==> config.mk <==
export PLATFORM = sky130hd
export DESIGN_NAME = pc_fetch_unit
export DESIGN_NICKNAME = d
export VERILOG_FILES = /design/src/rtl/pc_fetch_unit_pkg.sv /design/src/rtl/pc_fetch_unit_pc_reg.sv /design/src/rtl/pc_fetch_unit.sv
export SDC_FILE = /design/constraint.sdc
export NUM_CORES = 1
export LEC_CHECK = 0
export ABC_AREA = 0
export CAP_MARGIN = 20
export CORE_MARGIN = 2
export CORE_UTILIZATION = 41
export DETAILED_ROUTE_END_ITERATION = 12
export PLACE_DENSITY = 0.81
export SKIP_LAST_GASP = 1
export SYNTH_ARGS = -nofsm -noshare
export SYNTH_HDL_FRONTEND = slang
export SYNTH_SLANG_ARGS = --single-unit
==> constraint.sdc <==
create_clock -name clk -period 2 [get_ports clk]
set_input_delay 0.4 -clock clk [delete_from_list [all_inputs] [get_ports clk]]
set_output_delay 0.4 -clock clk [all_outputs]
set_load 0.01 [all_outputs]
==> src/rtl/pc_fetch_unit_pkg.sv <==
// Shared types and constants for the PC / instruction fetch front end.
package pc_fetch_unit_pkg;

  localparam logic [31:0] RESET_PC_DEFAULT = 32'h0000_0000;
  localparam logic [31:0] INSTR_NOP        = 32'h0000_0013;

  typedef enum logic [1:0] {
    ST_FETCH = 2'd0,
    ST_WAIT  = 2'd1,
    ST_HOLD  = 2'd2,
    ST_DROP  = 2'd3
  } fetch_state_t;

  typedef enum logic [1:0] {
    PC_HOLD   = 2'd0,
    PC_PLUS4  = 2'd1,
    PC_TARGET = 2'd2
  } pc_sel_t;

endpackage

==> src/rtl/pc_fetch_unit_pc_reg.sv <==
// Architectural PC register: synchronous reset plus hold / PC+4 / target load mux.
module pc_reg
  import pc_fetch_unit_pkg::*;
#(
  parameter logic [31:0] RESET_PC = RESET_PC_DEFAULT
) (
  input  logic        clk,
  input  logic        rst,
  input  pc_sel_t     sel,
  input  logic [31:0] pc_plus4,
  input  logic [31:0] target,
  output logic [31:0] pc
);

  always_ff @(posedge clk) begin
    if (rst) begin
      pc <= RESET_PC;
    end else begin
      case (sel)
        PC_PLUS4:  pc <= pc_plus4;
        PC_TARGET: pc <= target;
        default:   pc <= pc;
      endcase
    end
  end

endmodule

==> src/rtl/pc_fetch_unit.sv <==
// Single-outstanding instruction fetch: issues one imem request per PC, buffers the
// returned word for decode, squashes in-flight data on redirect and counts deliveries.
module pc_fetch_unit
  import pc_fetch_unit_pkg::*;
#(
  parameter logic [31:0] RESET_PC = RESET_PC_DEFAULT,
  parameter int          XLEN     = 32
) (
  input  logic            clk,
  input  logic            rst,
  output logic [XLEN-1:0] PC,
  input  logic [XLEN-1:0] PCPlus4,
  input  logic            redirect_valid,
  input  logic [XLEN-1:0] redirect_target,
  output logic            imem_req,
  output logic [XLEN-1:0] imem_addr,
  input  logic            imem_rvalid,
  input  logic [XLEN-1:0] imem_rdata,
  output logic            instr_valid,
  output logic [XLEN-1:0] instr,
  output logic [XLEN-1:0] instr_pc,
  input  logic            instr_ready,
  output logic            misaligned_fault,
  output logic [XLEN-1:0] fetch_count,
  output fetch_state_t    dbg_state
);

  // Handshakes: instr is transferred on a cycle where instr_valid && instr_ready;
  // instr/instr_pc hold steady while instr_valid is high and not yet accepted.
  // imem_req is a one-cycle strobe accepted unconditionally; exactly one
  // imem_rvalid answers each request, at least one cycle later.

  fetch_state_t state;
  pc_sel_t      pc_sel;
  logic         pending;
  logic         redirect_ok;
  logic         redirect_bad;
  logic         rsp;

  assign redirect_ok  = redirect_valid && (redirect_target[1:0] == 2'b00);
  assign redirect_bad = redirect_valid && (redirect_target[1:0] != 2'b00);
  assign rsp          = imem_rvalid && pending;

  assign imem_req  = (state == ST_FETCH) && !rst;
  assign imem_addr = PC;
  assign dbg_state = state;

  always_comb begin
    pc_sel = PC_HOLD;
    if (redirect_ok) begin
      pc_sel = PC_TARGET;
    end else if ((state == ST_WAIT) && rsp) begin
      pc_sel = PC_PLUS4;
    end
  end

  pc_reg #(.RESET_PC(RESET_PC)) u_pc_reg (
    .clk      (clk),
    .rst      (rst),
    .sel      (pc_sel),
    .pc_plus4 (PCPlus4),
    .target   (redirect_target),
    .pc       (PC)
  );

  always_ff @(posedge clk) begin
    if (rst) begin
      state            <= ST_FETCH;
      pending          <= 1'b0;
      instr_valid      <= 1'b0;
      instr            <= '0;
      instr_pc         <= '0;
      misaligned_fault <= 1'b0;
      fetch_count      <= '0;
    end else begin
      misaligned_fault <= redirect_bad;
      if (rsp) begin
        pending <= 1'b0;
      end
      case (state)
        ST_FETCH: begin
          pending <= 1'b1;
          // A redirect here still leaves the just-issued request in flight.
          state   <= redirect_ok ? ST_DROP : ST_WAIT;
        end
        ST_WAIT: begin
          if (redirect_ok) begin
            state <= rsp ? ST_FETCH : ST_DROP;
          end else if (rsp) begin
            instr       <= imem_rdata;
            instr_pc    <= PC;
            instr_valid <= 1'b1;
            state       <= ST_HOLD;
          end
        end
        ST_HOLD: begin
          if (redirect_ok) begin
            instr_valid <= 1'b0;
            state       <= ST_FETCH;
          end else if (instr_ready) begin
            instr_valid <= 1'b0;
            fetch_count <= fetch_count + 1'b1;
            state       <= ST_FETCH;
          end
        end
        ST_DROP: begin
          if (rsp) begin
            state <= ST_FETCH;
          end
        end
        default: state <= ST_FETCH;
      endcase
    end
  end

endmodule

Figure 1. Routed clock nets over the placement.
Drawn at 2 px/um.
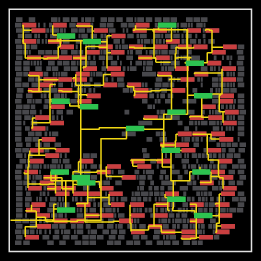
Key: green = clock drivers [count 17]; red = flip-flops [count 133]; yellow = clock wires [length 1,630 um]
Position of the flops: widely spread. There are 18 routed clock nets.
P_clk: 2730 uW
worst clock skew: 0.005191 ns

Figure 2. M4 wires.
Drawn at 3 px/um. Cells faint in the background.
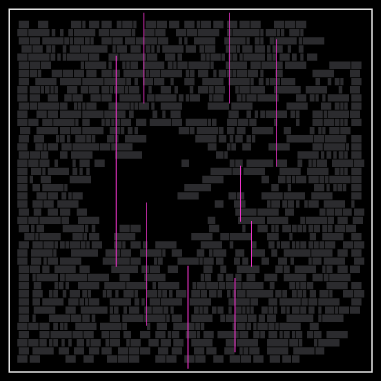
The layer holds 1.9% of the routed length. 6 nets have wire on it. The longest straight run is 70.0 um. The wires run mostly vertical. The layer carries 305 um of wire.
total via count in the routed design: 5,347
Final Routed Wirelength: 16.20 mm

Figure 3. Signal wires by layer.
Drawn at 3 px/um.
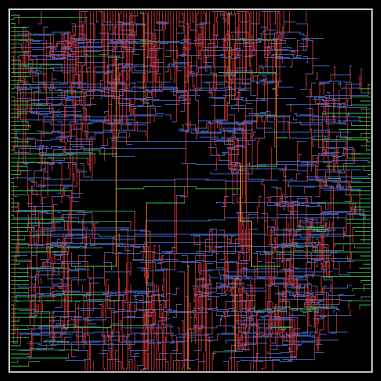
Key: orange = metal 4 [wire length 305 um]; red = metal 2 [wire length 7,840 um]; blue = metal 1 [wire length 6,610 um]; green = metal 3 [wire length 1,450 um]
overall global routing resource usage: 22.30%
final routed wire length divided by cell count: 15.06 um

==> Implementation_results.wiki <==
=== Synthesis and place and route ===
{| class="wikitable"
! Metric !! Value
|-
| Status || complete, no violations
|-
| Well-tap cell count || 176
|-
| Kind of cell adding the most delay to the critical path || simple AND/OR/NAND/NOR gates
|-
| Register share of the cell area || 30.34%
|-
| MI comb area || 2446 sq um
|-
| XOR/XNOR Fraction of Synth Area || 3.624%
|-
| Total power of the final layout || 6304 uW
|-
| Fin Setup TNS || 0 ns
|-
| Critical-path cell list || clkdlybuf4s50_1 -> or3b_2 -> and4_1 -> nand4_4 -> or3_1 -> a21oi_1
|-
| Number of inserted diodes || 0
|-
| Area occupied by registers || 2663 sq um
|-
| Log Warnings || 28
|-
| Buffer share of cell area || 33.29%
|-
| Cells on Worst Hold Path || 3
|-
| Post-synth top flop || sky130_fd_sc_hd__dfxtp_1
|-
| Remaining number of nets flagged by the antenna check after routing || 0
|-
| Combinational cell fraction of total power || 12.3%
|-
| Final std cell area, no fill || 8776 sq um
|-
| Global-route wire length before repair || 25.59 mm
|-
| Met2 wirelength from detailed routing || 7.841 mm
|-
| Clk tree area frac || 5.860%
|-
| Number of search-and-repair iterations in the first detailed-routing pass || 4
|-
| Overflow after GRT || 0
|-
| Clock buf count || 26
|}
Figure 4. Zoomed window.
Window x 80 to 100, y 20 to 40 um. Cells in grey, sequential cells in the stronger grey; small squares are vias.
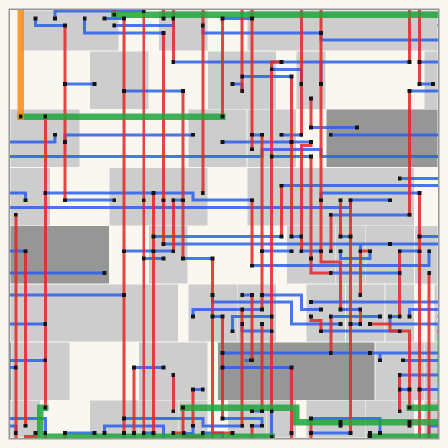
Key: green = metal 3; orange = metal 4; red = metal 2; blue = metal 1
Most frequent: nor2_1 (4), buf_4 (4). Sequential cells in the window: 3. 35 logic cells have their middle in the window. Netlist names of flops here include fetch_count (3).

Figure 5. Track usage over the die.
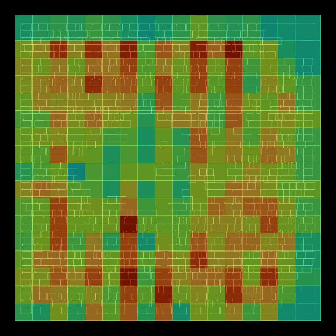
met1 Usage GRT: 26.12%
layer carrying the most global-route usage: met2
met3 capacity usage during global routing: 8.019%

## synth_stat cells, types with 7 or more instances
cell,instances,area [sq um]
sky130_fd_sc_hd__a211oi_1,30,225.2
sky130_fd_sc_hd__a21oi_1,73,365.4
sky130_fd_sc_hd__buf_2,13,65.06
sky130_fd_sc_hd__buf_4,34,255.2
sky130_fd_sc_hd__clkbuf_1,27,101.4
sky130_fd_sc_hd__dfxtp_1,133,2663
sky130_fd_sc_hd__mux2i_1,33,330.3
sky130_fd_sc_hd__nand2_1,140,525.5
sky130_fd_sc_hd__nand4_1,16,100.1
sky130_fd_sc_hd__nor2_1,61,229.0
sky130_fd_sc_hd__nor3_1,8,40.04
sky130_fd_sc_hd__or3_1,7,43.79
sky130_fd_sc_hd__xnor2_1,10,87.58
sky130_fd_sc_hd__xor2_1,13,113.9
Power and IR drop assume default switching activity.
